run_1/layers.png
The bar under the picture is 50 um long. Two of the layers only.
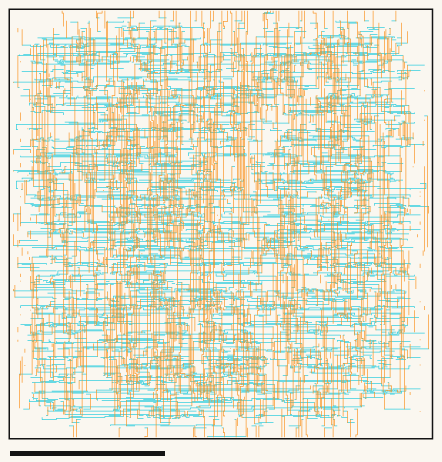
run_1/m3.png
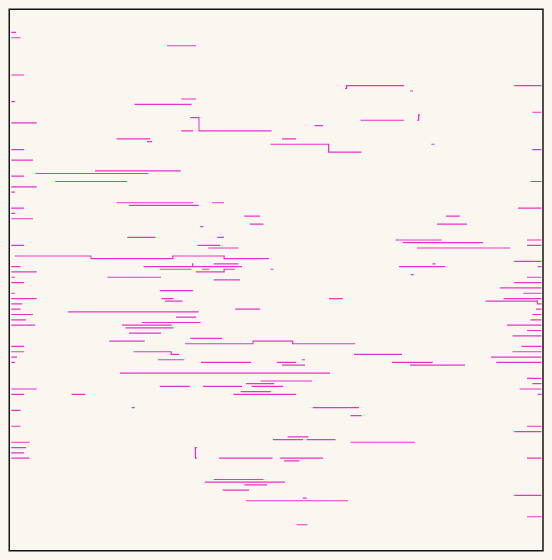
run_1/floorplan.png
The bar under the picture is 50 um long. Pins as bars on the die edge.
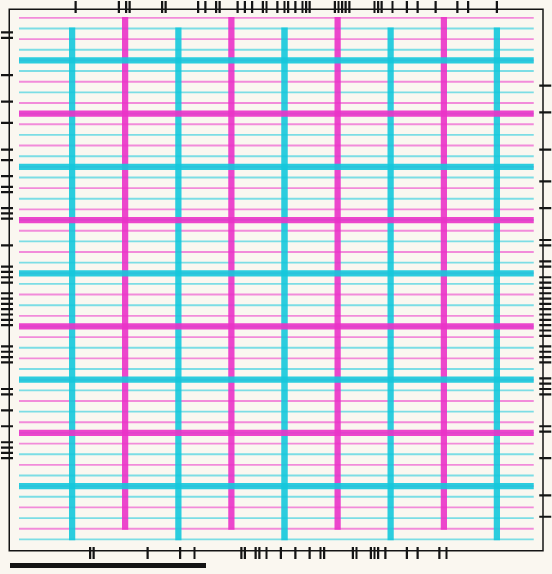
[src/rtl/nd_pkg.sv]
// Shared types for the N-dimensional loop iterator.
// Default geometry and FSM state encoding.
package nd_pkg;

  localparam int ND_BW  = 8;
  localparam int ND_DIM = 3;

  typedef enum logic {
    IDLE = 1'b0,
    RUN  = 1'b1
  } nd_iter_state_t;

  typedef logic [ND_BW-1:0] nd_idx_t;

endpackage

[src/rtl/nd_loop_iter_if.sv]
// Configuration and index-tuple handshakes of nd_loop_iter.
// The slave side is the iterator; the master side feeds and drains it.
interface nd_loop_iter_if
  import nd_pkg::*;
#(
  parameter int BW  = ND_BW,
  parameter int DIM = ND_DIM
);

  logic                    i_cfg_rdy;
  logic                    o_cfg_ack;
  logic [DIM-1:0][BW-1:0]  i_beg;
  logic [DIM-1:0][BW-1:0]  i_stride;
  logic [DIM-1:0][BW-1:0]  i_end;
  logic                    o_id_rdy;
  logic                    i_id_ack;
  logic [DIM-1:0][BW-1:0]  o_id;
  logic [DIM-1:0][BW-1:0]  o_id_noofs;
  logic [DIM-1:0]          o_first;
  logic [DIM-1:0]          o_last;
  logic                    o_done;

  modport slave (
    input  i_cfg_rdy, i_beg, i_stride, i_end, i_id_ack,
    output o_cfg_ack, o_id_rdy, o_id, o_id_noofs,
    output o_first, o_last, o_done
  );

  modport master (
    output i_cfg_rdy, i_beg, i_stride, i_end, i_id_ack,
    input  o_cfg_ack, o_id_rdy, o_id, o_id_noofs,
    input  o_first, o_last, o_done
  );

endinterface

[src/rtl/nd_step.sv]
// Combinational successor of an index tuple plus its boundary masks.
// With load set the successor is the begin tuple itself.
module nd_step #(
  parameter int BW  = 8,
  parameter int DIM = 3
) (
  input  logic [DIM-1:0][BW-1:0] cur_id,
  input  logic [DIM-1:0][BW-1:0] cur_noofs,
  input  logic [DIM-1:0][BW-1:0] beg,
  input  logic [DIM-1:0][BW-1:0] stride,
  input  logic [DIM-1:0][BW-1:0] lim,
  input  logic                   load,
  output logic [DIM-1:0][BW-1:0] nxt_id,
  output logic [DIM-1:0][BW-1:0] nxt_noofs,
  output logic [DIM-1:0]         nxt_first,
  output logic [DIM-1:0]         nxt_last,
  output logic                   carry
);

  logic [BW-1:0] sum;
  logic [BW-1:0] peek;
  logic          c;
  logic          f;
  logic          l;

  always_comb begin
    sum       = '0;
    peek      = '0;
    c         = 1'b1;
    f         = 1'b1;
    l         = 1'b1;
    nxt_id    = cur_id;
    nxt_noofs = cur_noofs;
    nxt_first = '0;
    nxt_last  = '0;
    // ripple the carry from the innermost dimension outwards
    for (int d = DIM - 1; d >= 0; d--) begin
      sum = cur_id[d] + stride[d];
      if (c) begin
        if (sum == lim[d]) begin
          nxt_id[d]    = beg[d];
          nxt_noofs[d] = '0;
        end else begin
          nxt_id[d]    = sum;
          nxt_noofs[d] = cur_noofs[d] + stride[d];
          c            = 1'b0;
        end
      end
    end
    carry = c;
    if (load) begin
      nxt_id    = beg;
      nxt_noofs = '0;
    end
    for (int d = DIM - 1; d >= 0; d--) begin
      peek         = nxt_id[d] + stride[d];
      f            = f & (nxt_id[d] == beg[d]);
      l            = l & (peek == lim[d]);
      nxt_first[d] = f;
      nxt_last[d]  = l;
    end
  end

endmodule

[src/rtl/nd_loop_iter.sv]
// Stallable N-dimensional loop iterator, row-major, dim 0 outermost.
// Holds the nest configuration and registers every emitted tuple.
module nd_loop_iter
  import nd_pkg::*;
#(
  parameter int BW          = ND_BW,
  parameter int DIM         = ND_DIM,
  parameter int FROM_ZERO   = 0,
  parameter int UNIT_STRIDE = 0
) (
  input logic            i_clk,
  input logic            i_rst,
  nd_loop_iter_if.slave  bus
);

  typedef logic [DIM-1:0][BW-1:0] vec_t;

  nd_iter_state_t state_q, state_d;

  vec_t           beg_q, beg_d;
  vec_t           stride_q, stride_d;
  vec_t           end_q, end_d;
  vec_t           id_q, id_d;
  vec_t           noofs_q, noofs_d;
  logic [DIM-1:0] first_q, first_d;
  logic [DIM-1:0] last_q, last_d;
  logic           done_q, done_d;

  vec_t           in_beg, in_stride;
  vec_t           s_beg, s_stride, s_end;
  vec_t           nxt_id, nxt_noofs;
  logic [DIM-1:0] nxt_first, nxt_last;
  logic           wrap;
  logic           emp;
  logic           is_idle;
  logic           accept;
  logic           load;
  logic           adv;

  always_comb begin
    emp = 1'b0;
    for (int d = 0; d < DIM; d++) begin
      in_beg[d]    = (FROM_ZERO != 0) ? '0 : bus.i_beg[d];
      in_stride[d] = (UNIT_STRIDE != 0) ? BW'(1) : bus.i_stride[d];
      if (in_beg[d] == bus.i_end[d]) emp = 1'b1;
    end
  end

  assign is_idle = (state_q == IDLE);
  assign accept  = is_idle & bus.i_cfg_rdy;
  assign load    = accept & ~emp;
  assign adv     = ~is_idle & bus.i_id_ack;

  // in IDLE the step unit sees the incoming config to form the first tuple
  assign s_beg    = is_idle ? in_beg    : beg_q;
  assign s_stride = is_idle ? in_stride : stride_q;
  assign s_end    = is_idle ? bus.i_end : end_q;

  nd_step #(.BW(BW), .DIM(DIM)) u_step (
    .cur_id    (id_q),
    .cur_noofs (noofs_q),
    .beg       (s_beg),
    .stride    (s_stride),
    .lim       (s_end),
    .load      (load),
    .nxt_id    (nxt_id),
    .nxt_noofs (nxt_noofs),
    .nxt_first (nxt_first),
    .nxt_last  (nxt_last),
    .carry     (wrap)
  );

  always_ff @(posedge i_clk) begin
    if (i_rst) state_q <= IDLE;
    else       state_q <= state_d;
  end

  always_comb begin
    state_d = state_q;
    unique case (state_q)
      IDLE:    if (load)       state_d = RUN;
      RUN:     if (adv & wrap) state_d = IDLE;
      default: state_d = IDLE;
    endcase
  end

  always_comb begin
    done_d   = (accept & emp) | (adv & wrap);
    beg_d    = beg_q;
    stride_d = stride_q;
    end_d    = end_q;
    id_d     = id_q;
    noofs_d  = noofs_q;
    first_d  = first_q;
    last_d   = last_q;
    if (accept) begin
      beg_d    = in_beg;
      stride_d = in_stride;
      end_d    = bus.i_end;
    end
    if (load | (adv & ~wrap)) begin
      id_d    = nxt_id;
      noofs_d = nxt_noofs;
      first_d = nxt_first;
      last_d  = nxt_last;
    end
  end

  always_ff @(posedge i_clk) begin
    if (i_rst) begin
      beg_q    <= '0;
      stride_q <= '0;
      end_q    <= '0;
      id_q     <= '0;
      noofs_q  <= '0;
      first_q  <= '0;
      last_q   <= '0;
      done_q   <= 1'b0;
    end else begin
      beg_q    <= beg_d;
      stride_q <= stride_d;
      end_q    <= end_d;
      id_q     <= id_d;
      noofs_q  <= noofs_d;
      first_q  <= first_d;
      last_q   <= last_d;
      done_q   <= done_d;
    end
  end

  assign bus.o_cfg_ack  = is_idle;
  assign bus.o_id_rdy   = ~is_idle;
  assign bus.o_id       = id_q;
  assign bus.o_id_noofs = noofs_q;
  assign bus.o_first    = first_q;
  assign bus.o_last     = last_q;
  assign bus.o_done     = done_q;

endmodule

[src/flat_wrapper.sv]
// flat-port wrapper written by rule: the top's interface ports become plain ports
module nd_loop_iter_flat import nd_pkg::*;
#(
  parameter int BW          = ND_BW,
  parameter int DIM         = ND_DIM,
  parameter int FROM_ZERO   = 0,
  parameter int UNIT_STRIDE = 0
)
  (i_clk, i_rst, bus_i_cfg_rdy, bus_i_beg, bus_i_stride, bus_i_end, bus_i_id_ack, bus_o_cfg_ack, bus_o_id_rdy, bus_o_id, bus_o_id_noofs, bus_o_first, bus_o_last, bus_o_done);
  nd_loop_iter_if #(.BW(BW), .DIM(DIM)) bus_i ();
  input logic i_clk;
  input logic i_rst;
  input wire logic [$bits(bus_i.i_cfg_rdy)-1:0] bus_i_cfg_rdy;
  input wire logic [$bits(bus_i.i_beg)-1:0] bus_i_beg;
  input wire logic [$bits(bus_i.i_stride)-1:0] bus_i_stride;
  input wire logic [$bits(bus_i.i_end)-1:0] bus_i_end;
  input wire logic [$bits(bus_i.i_id_ack)-1:0] bus_i_id_ack;
  output wire logic [$bits(bus_i.o_cfg_ack)-1:0] bus_o_cfg_ack;
  output wire logic [$bits(bus_i.o_id_rdy)-1:0] bus_o_id_rdy;
  output wire logic [$bits(bus_i.o_id)-1:0] bus_o_id;
  output wire logic [$bits(bus_i.o_id_noofs)-1:0] bus_o_id_noofs;
  output wire logic [$bits(bus_i.o_first)-1:0] bus_o_first;
  output wire logic [$bits(bus_i.o_last)-1:0] bus_o_last;
  output wire logic [$bits(bus_i.o_done)-1:0] bus_o_done;
  assign bus_i.i_cfg_rdy = bus_i_cfg_rdy;
  assign bus_i.i_beg = bus_i_beg;
  assign bus_i.i_stride = bus_i_stride;
  assign bus_i.i_end = bus_i_end;
  assign bus_i.i_id_ack = bus_i_id_ack;
  assign bus_o_cfg_ack = bus_i.o_cfg_ack;
  assign bus_o_id_rdy = bus_i.o_id_rdy;
  assign bus_o_id = bus_i.o_id;
  assign bus_o_id_noofs = bus_i.o_id_noofs;
  assign bus_o_first = bus_i.o_first;
  assign bus_o_last = bus_i.o_last;
  assign bus_o_done = bus_i.o_done;
  nd_loop_iter #(.BW(BW), .DIM(DIM), .FROM_ZERO(FROM_ZERO), .UNIT_STRIDE(UNIT_STRIDE)) u_core (.i_clk(i_clk), .i_rst(i_rst), .bus(bus_i));
endmodule
[config.mk]
export PLATFORM = sky130hd
export DESIGN_NAME = nd_loop_iter_flat
export DESIGN_NICKNAME = d
export VERILOG_FILES = /design/src/rtl/nd_pkg.sv /design/src/rtl/nd_loop_iter_if.sv /design/src/rtl/nd_step.sv /design/src/rtl/nd_loop_iter.sv /design/src/flat_wrapper.sv
export SDC_FILE = /design/constraint.sdc
export NUM_CORES = 1
export LEC_CHECK = 0
export CORE_AREA = 2 2 134 136
export CTS_BUF_LIST = sky130_fd_sc_hd__clkbuf_4
export CTS_CLUSTER_SIZE = 12
export DETAILED_ROUTE_END_ITERATION = 10
export DIE_AREA = 0 0 136 138
export GPL_ROUTABILITY_DRIVEN = 1
export PLACE_DENSITY_LB_ADDON = 0.12
export REMOVE_ABC_BUFFERS = 1
export SYNTH_ARGS = -nofsm -noshare
export SYNTH_HDL_FRONTEND = slang
export SYNTH_SLANG_ARGS = --single-unit
[constraint.sdc]
create_clock -name i_clk -period 9.3 [get_ports i_clk]
set_input_delay 1.395 -clock i_clk [delete_from_list [all_inputs] [get_ports i_clk]]
set_output_delay 1.395 -clock i_clk [all_outputs]
set_load 0.03 [all_outputs]
==> deck_impl_summary.md, run 1 <==
Implementation Results

Global routing
  – Gr ovfl total: 0
  – Top Usage Layer GRT: met2
  – Vias in the first global route: 8364

Yosys
  – Dominant comb cell: AND-OR/OR-AND gates
  – Aoi share: 19.30%
  – Adder Share, Synth: 9.869%
  – Unique cell types: 77
  – Most common library cells after synthesis: nand2_1, a21oi_1, dfxtp_1
  – Synth Seq Share: 26.11%
  – Cell Area, Synth: 9813 sq um
  – YS warnings: 0
  – Asr flop ratio synth: 0%
  – Post-Synth Simple-Gate Area: 17.26%
  – Mux share: 8.517%
  – Ys flop type: dfxtp_1
  – Top-count cell post-synth: nand2_1
  – Top cell area share: 26.11%
  – Top cells, area: dfxtp_1, xnor2_1, a21oi_1, nand2_1, ha_1
  – Ys cells: 1197
  – Post-synth EDFFs: 0
  – Yosys reg bits: 128
  – Post-Syn Area per Cell: 8.198 sq um
  – Most area-hungry cell type in the Yosys netlist: dfxtp_1

Worst setup path
  – Crit path from: bus_i_stride[16]
  – Slowest cell on crit path: nand2_1
  – Worst setup path category: in2reg
  – Reg-to-reg slack, setup: 2.53 ns
  – Peak per-stage delay on the critical path: 0.71 ns
  – Reg-to-reg endpoint: u_core.bus.o_last[1]
  – Worst setup endpoint: u_core.bus.o_last[1]
  – CP max FO: 15
  – Critical Path Stages: 20
  – Crit path launch type: primary input
  – Crit. End Element: flip-flop
  – WP data required: 9.79 ns
  – Worst r2r src: u_core.bus.o_id_rdy

Final timing
  – Tmin final: 6.957 ns
  – RSZ-0062 raised after global routing: no
  – Final worst slack: 2.343 ns
  – Setup-failing EPs final: 0
  – Slew Limit Fails: 0
  – Final TNS setup: 0 ns
  – Worst slew pin tran: 0.9119 ns

Place
  – Dpl ws: 1.789 ns
  – Cell Area, Placed: 11160 sq um
  – GP Congestion: 0.9491
  – Post-Place Cells: 1502
  – Post-DP HPWL: 20470 um

Pwr
  – Sequential power share: 32.3%
  – Switching Fraction: 39.23%
  – Lkg Pwr: 0.004591 uW
  – Pint: 1185 uW
  – Sw power: 765.1 uW
  – Clk power: 467 uW
  – Comb group: 854 uW
  – Power consumption: 1950 uW
  – Comb power frac: 43.8%
  – PwrDens: 169.7 nW/um^2
  – Clk pwr share: 23.9%

Worst hold path
  – Cell count of the worst hold path: 2
  – Hold endpoint: u_core.end_q[13]
  – Critical hold path startpoint: u_core.end_q[13]

Job
  – OpenROAD warning count: 25
  – # Max-Cap Violations: 0

Clock tree
  – Latency at later pin: 0.58 ns
  – Clk buf depth: 2
  – Clock slew at reported path FFs: 0.13 ns
  – H-Tree Depth: 4
  – Clock Sinks: 128
  – Root buffer cell: clkbuf_4
  – Total CTS buffers: 17
  – CTS resizes: 0

Drt
  – DRT antenna net count: 0
  – Drt pass-1 iters: 8
  – M1 wire length: 13050 um
  – Met2 WL post-DR: 13230 um
  – Iter 0 DRT Violations: 644
  – Met3 routed WL: 1292 um
  – Top Layer Used: met4

Die
  – Die area: 18770 sq um
  – Core Util at FP: 55.97%

Final layout
  – Fin area: 11490 sq um
  – Share of layout cells above drive strength 1: 6.590%
  – Fillers: 1594
  – Final Net Count: 1440
  – Cell Count, Final, Fillers Out: 1536

Outcome
  – Status: finished clean
## Picture notes: layers.png
Key: M2 = orange [wire length 13200 um]; M1 = cyan [wire length 13000 um]
wire per inst: 18.18 um
gr usage total: 29.80%

## Picture notes: m3.png
137 nets have wire on it. The wires run mostly horizontal.
Vias: 9055
met3 usage: 4.034%
DRT Wirelength: 27930 um

## Picture notes: floorplan.png
Key: VSS = cyan; VDD = magenta
9 straps on met4. 9 straps on met5. 50 met1 rails follow the rows.
die height: 138 um
Die Width: 136 um
core box area: 17530 sq um

==> run 1: cell usage in the layout, fill, tap and decap left out, drive strengths merged, types with 4 or more instances in the layout <==
cell type | netlist | layout
ha | 63 | 63
o21bai | 12 | 12
clkdlybuf4s50 | 0 | 131
mux2i | 55 | 55
nand2b | 7 | 7
o211ai | 6 | 6
a22o | 4 | 4
nand4 | 12 | 12
o21a | 5 | 5
inv | 18 | 23
buf | 22 | 8
and4 | 4 | 4
or3 | 7 | 7
xor2 | 50 | 50
a22oi | 16 | 16
clkbuf | 41 | 17
nor4 | 10 | 10
mux2 | 25 | 25
nand2 | 212 | 212
o211a | 4 | 4
nand3 | 21 | 21
dfxtp | 128 | 128
a21o | 21 | 21
a221oi | 4 | 4
o22ai | 10 | 10
a211oi | 11 | 11
nor3 | 15 | 15
a21oi | 161 | 161
fa | 9 | 9
nor4b | 4 | 4
bufinv | 0 | 4
nor2 | 59 | 59
xnor3 | 6 | 6
and3 | 8 | 8
xnor2 | 98 | 98
o21ai | 28 | 28
nor3b | 4 | 4
==> run 1: flip-flops by register name (all words and copies together), names as in the netlist <==
signal                 cells
u_core.bus.o_id           24
u_core.stride_q           24
u_core.bus.o_last          3
u_core.beg_q              24
u_core.bus.o_done          1
u_core.end_q              24
u_core.bus.o_first         3
u_core.bus.o_id_noofs     24
u_core.bus.o_id_rdy        1
==> run 1: final cells by class <==
class	instances	area (sq um)	share of cell area (%)
repair buffers	139	1371	11.93
clock buffers	17	127.6	1.110
multi-input cells	988	6865	59.73
well taps	229	286.5	2.493
diodes	2	5.005	0.04354
clock inverters	15	205.2	1.785
flip-flops and latches	128	2566	22.32
inverters	18	67.56	0.5878
==> run 2, diff against run 1 <==
--- a/config.mk
+++ b/config.mk
@@ -5,11 +5,11 @@
 export SDC_FILE = /design/constraint.sdc
 export NUM_CORES = 1
 export LEC_CHECK = 0
-export CORE_AREA = 2 2 134 136
+export CORE_AREA = 2 2 141 143
 export CTS_BUF_LIST = sky130_fd_sc_hd__clkbuf_4
 export CTS_CLUSTER_SIZE = 12
 export DETAILED_ROUTE_END_ITERATION = 10
-export DIE_AREA = 0 0 136 138
+export DIE_AREA = 0 0 143 145
 export GPL_ROUTABILITY_DRIVEN = 1
 export PLACE_DENSITY_LB_ADDON = 0.12
 export REMOVE_ABC_BUFFERS = 1
==> constraint.sdc (replaced) <==
create_clock -name i_clk -period 5.8 [get_ports i_clk]
set_input_delay 0.87 -clock i_clk [delete_from_list [all_inputs] [get_ports i_clk]]
set_output_delay 0.87 -clock i_clk [all_outputs]
set_load 0.03 [all_outputs]
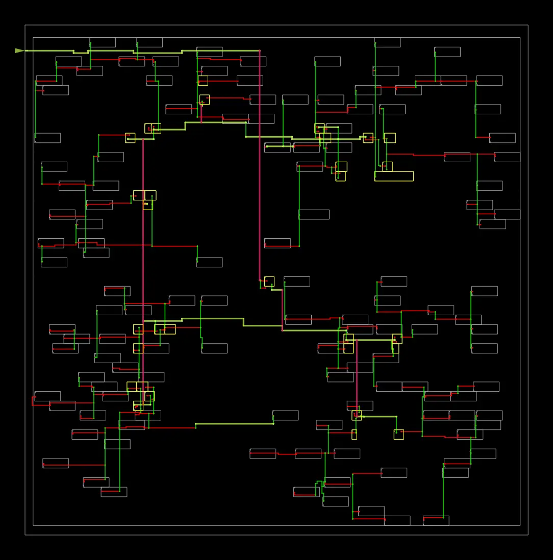
run_2/clock_nets.png
Setup Skew: 0.02584 ns
Latency at later pin: 0.58 ns
Clk power: 608 uW
total CTS buffers: 17
flop count: 128

==> deck_impl_summary.md, run 2 <==
Implementation Results

Outcome
  – Status: finished clean

Final layout
  – Dominant logic cell types in the final layout: nand2_1, a21oi_1, clkdlybuf4s50_1, buf_4, dfxtp_1
  – Cell Count, Final, Fillers Out: 1695
  – Fillers: 1703
  – Fin area: 12460 sq um
  – Share of layout cells above drive strength 1: 15.33%
  – Final Net Count: 1564
  – Most numerous logic cell after layout: nand2_1

Die
  – Die height: 145 um
  – Core Util at FP: 51.09%
  – Die Width: 143 um
  – Core box area: 19210 sq um
  – Die area: 20740 sq um

Yosys
  – Unique cell types: 77
  – Cell Area, Synth: 9813 sq um
  – Asr flop ratio synth: 0%
  – Synth Seq Share: 26.11%
  – YS warnings: 0
  – Ys flop type: dfxtp_1
  – Yosys reg bits: 128
  – Most area-hungry cell type in the Yosys netlist: dfxtp_1
  – Post-synth EDFFs: 0
  – Most common library cells after synthesis: nand2_1, a21oi_1, dfxtp_1
  – Post-Syn Area per Cell: 8.198 sq um
  – Ys cells: 1197
  – Top cell area share: 26.11%
  – Top cells, area: dfxtp_1, xnor2_1, a21oi_1, nand2_1, ha_1
  – Top-count cell post-synth: nand2_1

Final timing
  – Tmin final: 5.578 ns
  – Setup-failing EPs final: 0
  – Worst slew pin tran: 1.172 ns
  – Slew Limit Fails: 0

Clock tree
  – CTS resizes: 0
  – H-Tree Depth: 4
  – CTS tree: done
  – Clock slew at reported path FFs: 0.12 ns
  – Clk buf depth: 2
  – Root buffer cell: clkbuf_4

Drt
  – Vias: 9484
  – Wire per inst: 17.92 um
  – Drt drc: 0
  – DRT Wirelength: 30370 um
  – DRT antenna net count: 0
  – Drt pass-1 iters: 5
  – Iter 0 DRT Violations: 648

Worst setup path
  – Slowest cell on crit path: or4_1
  – Crit path launch type: primary input
  – CP max FO: 12
  – Worst r2r src: u_core.bus.o_id_rdy
  – Crit. End Element: flip-flop
  – WP data required: 6.31 ns
  – Crit path from: bus_i_stride[8]
  – Peak per-stage delay on the critical path: 0.53 ns

Global routing
  – Vias in the first global route: 9002
  – Gr usage total: 29.12%
  – Gr ovfl total: 0

Place
  – Post-Place Cells: 1662
  – Post-DP HPWL: 23280 um
  – Cell Area, Placed: 12150 sq um
  – GP Congestion: 0.9840

Worst hold path
  – Critical hold path startpoint: u_core.beg_q[21]

Pwr
  – Lkg Pwr: 0.005173 uW
  – PwrDens: 255.7 nW/um^2
  – Power consumption: 3187 uW

Job
  – # Max-Cap Violations: 0
[run 2: cell counts after synthesis]
Identical to the previous run, type by type.
[run 2: final cells by class]
cell class,count,area (sq um),area share [%]
clock inverter,15,135.1,1.084
sequential,128,2566,20.59
tap,265,331.6,2.660
multi-input combinational,988,6918,55.51
inverter,18,67.56,0.5421
timing repair buffer,263,2315,18.57
antenna,1,2.502,0.02008
clock buffer,17,127.6,1.024
[run 2: layer usage]
layer  vias up  GRT usage, %  wire, um
met5         -             0         0
met4         0         6.683       467
met3        39         3.597      1653
met2       301         46.77     14190
met1      4469         41.61     14070
li1       4675             -         -
[run 2: worst paths after layout]
| check | end | slack [ns] | cells past startpoint |
|---|---|---|---|
| hold reg to reg | u_core.beg_q[21] | 0.46 | 2 |
| setup / recovery | u_core.bus.o_last[0] | 0.22 | 24 |
| hold / removal | u_core.beg_q[21] | 0.46 | 2 |
| setup reg to reg | u_core.bus.o_last[0] | 0.29 | 24 |
[run 2: where the power goes]
part | total [uW] | switching, uW | internal [uW]
Clock | 608 | 393 | 215
Combinational | 1570 | 821 | 750
Sequential | 1010 | 64.0 | 943
[run 2: metrics by stage]
step | setup WS (ns) | TNS, ns
finish | 0.2215 | 0
global route | -0.02937 | -0.02937
CTS | 0.1666 | 0
detailed placement | -0.4200 | -1.190
global placement | -0.3106 | -0.8472
floorplan | -1.891 | -41.09
[run 2: cells by family after synthesis]
| family | Yosys count | share of synthesized area, % |
|---|---|---|
| adders and majority gates | 72 | 9.869 |
| AOI/OAI and AO/OA | 305 | 19.30 |
| buffers and inverters | 81 | 4.106 |
| muxes | 80 | 8.517 |
| xor gates and xnor gates | 155 | 14.83 |
| and+or+nand+nor | 376 | 17.26 |
| DFF | 128 | 26.11 |
==> run 3, diff against run 2 <==
--- a/config.mk
+++ b/config.mk
@@ -5,14 +5,15 @@
 export SDC_FILE = /design/constraint.sdc
 export NUM_CORES = 1
 export LEC_CHECK = 0
-export CORE_AREA = 2 2 141 143
+export CORE_AREA = 2 2 160 162
 export CTS_BUF_LIST = sky130_fd_sc_hd__clkbuf_4
 export CTS_CLUSTER_SIZE = 12
 export DETAILED_ROUTE_END_ITERATION = 10
-export DIE_AREA = 0 0 143 145
+export DIE_AREA = 0 0 162 164
 export GPL_ROUTABILITY_DRIVEN = 1
 export PLACE_DENSITY_LB_ADDON = 0.12
 export REMOVE_ABC_BUFFERS = 1
+export SETUP_SLACK_MARGIN = 0.5
 export SYNTH_ARGS = -nofsm -noshare
 export SYNTH_HDL_FRONTEND = slang
 export SYNTH_SLANG_ARGS = --single-unit
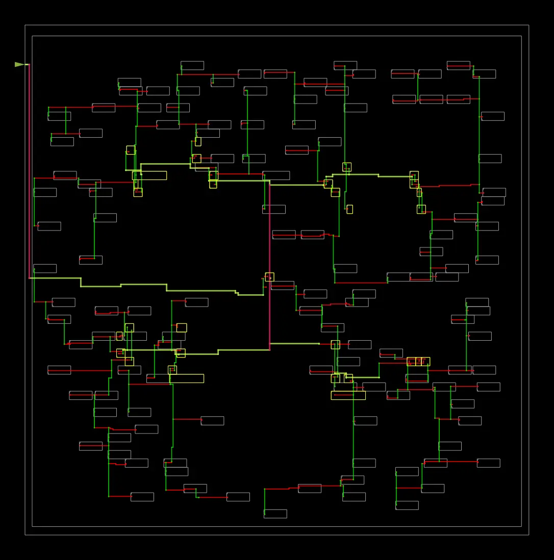
run_3/clock_nets.png
Clock Sinks: 128
Setup Skew: 0.02534 ns
Clk power: 668 uW

==> deck_impl_summary.md, run 3 <==
Implementation Results

Place
  – Post-DP HPWL: 24180 um
  – Post-Place Cells: 1726
  – GP Congestion: 0.9544

Worst setup path
  – CP max FO: 4
  – WP data required: 6.28 ns
  – Peak per-stage delay on the critical path: 0.54 ns
  – Crit path launch type: primary input
  – Worst setup path category: in2reg
  – Crit. End Element: flip-flop
  – Reg-to-reg slack, setup: 0.60 ns

Pwr
  – Switching Fraction: 38.25%
  – Comb power frac: 50.1%
  – PwrDens: 255.4 nW/um^2
  – Clk pwr share: 19.9%
  – Lkg Pwr: 0.005407 uW
  – Sw power: 1286 uW

Yosys
  – Unique cell types: 77
  – Cell Area, Synth: 9813 sq um
  – Yosys reg bits: 128
  – Ys cells: 1197
  – Top-count cell post-synth: nand2_1
  – Ys flop type: dfxtp_1
  – Dominant comb cell: AND-OR/OR-AND gates
  – XORs/XNORs by Area: 14.83%
  – Most common library cells after synthesis: nand2_1, a21oi_1, dfxtp_1
  – Post-synth EDFFs: 0
  – Top cell area share: 26.11%
  – Asr flop ratio synth: 0%
  – Adder Share, Synth: 9.869%
  – YS warnings: 0

Drt
  – DRT antenna net count: 0
  – Vias: 9512
  – Wire per inst: 17.96 um
  – DRT Wirelength: 32060 um
  – Drt drc: 0

Final layout
  – Cell Count, Final, Fillers Out: 1785
  – Dominant logic cell types in the final layout: nand2_1, a21oi_1, buf_4, clkdlybuf4s50_1, dfxtp_1
  – Fillers: 2410
  – Share of layout cells above drive strength 1: 19.71%

Outcome
  – Status: finished clean

Clock tree
  – Clk buf depth: 2
  – Latency at later pin: 0.55 ns
  – CTS tree: done
  – Total CTS buffers: 17

Die
  – Core box area: 24820 sq um
  – Die height: 164 um
  – Die Width: 162 um
  – Die area: 26570 sq um
  – Core Util at FP: 39.54%

Job
  – OpenROAD warning count: 27
  – # Max-Cap Violations: 0

Final timing
  – Slew Limit Fails: 0
  – Final worst slack: 0.5638 ns
  – RSZ-0062 raised after global routing: yes

Global routing
  – Gr ovfl total: 0
  – Gr usage total: 23.75%
-- run 3: cell families (layout without fill, tap and decap cells) --
group                      after synthesis  after routing
and+or+nand+nor                        376            376
AOI/OAI and AO/OA                      305            305
xor gates and xnor gates               155            155
DFF                                    128            128
buffers and inverters                   81            335
muxes                                   80             80
adders and majority gates               72             72
other                                    0              4
-- run 3: what timing repair did --
action                                  CTS  global route
buffers inserted                          7            16
resized                                  30            64
endpoints found under the setup margin    3             3
pin swaps                                19            47
-- run 3: final cells by class --
cell class	count	area (sq um)	share of cell area (%)
multi-input cells	988	7241	55.01
clock buffers	20	150.1	1.141
repair buffers	285	2574	19.56
clock inverters	12	140.1	1.065
well taps	330	412.9	3.137
diodes	4	10.01	0.07605
inverters	18	67.56	0.5134
flip-flops and latches	128	2566	19.50
-- run 3: path summary, 6_finish.rpt --
kind / startpoint / to / cells past startpoint
max: bus_i_stride[9] / u_core.bus.o_last[0] / 23
min reg2reg: u_core.beg_q[23] / u_core.beg_q[23] / 2
max reg2reg: u_core.bus.o_id_rdy / u_core.bus.o_last[0] / 24
min: u_core.beg_q[23] / u_core.beg_q[23] / 2
-- run 3: per-layer routing --
layer	up-vias	GRT usage, %	wire, um
met3	42	4.268	1449
met5	-	0	0
met4	0	6.637	695
li1	4725	-	-
met1	4486	31.75	14930
met2	259	39.40	14980
-- run 3: metrics by stage --
stage	TNS (ns)	area, sq um
2_1_floorplan	-41.09	9478
3_3_place_gp	-0.5499	12220
3_5_place_dp	-0.9124	12220
4_1_cts	0	12710
5_1_grt	0	13160
6_report	0	13160
-- run 3: power by group through the flow --
stage	registers [uW]	clock network [uW]	logic, uW
finish	1010	668	1680
global placement	1030	0	1540
CTS	1010	688	1590
detailed placement	1030	0	1540
global route	1020	733	1830
floorplan	1080	0	920

==> layout pictures side by side <==
Met2 routing.
The bar under the picture is 50 um long.
image #1
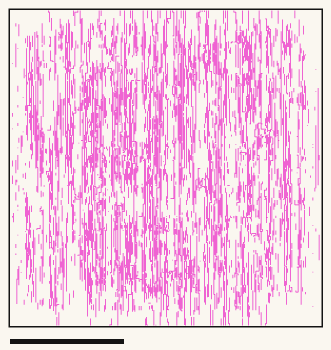
image #2
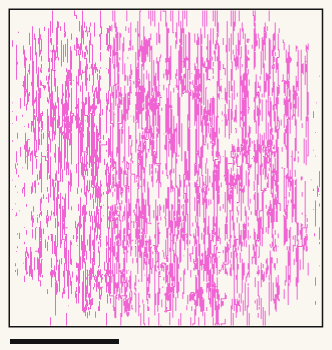
Image #2 is run 2.
Image #1 is run 1.

Key to image #2:
The longest straight run is 42.8 um. 1289 nets have wire on it. The layer holds 47% of the routed length. The layer carries 14200 um of wire. The wires run mostly vertical.

Power and IR drop assume default switching activity.
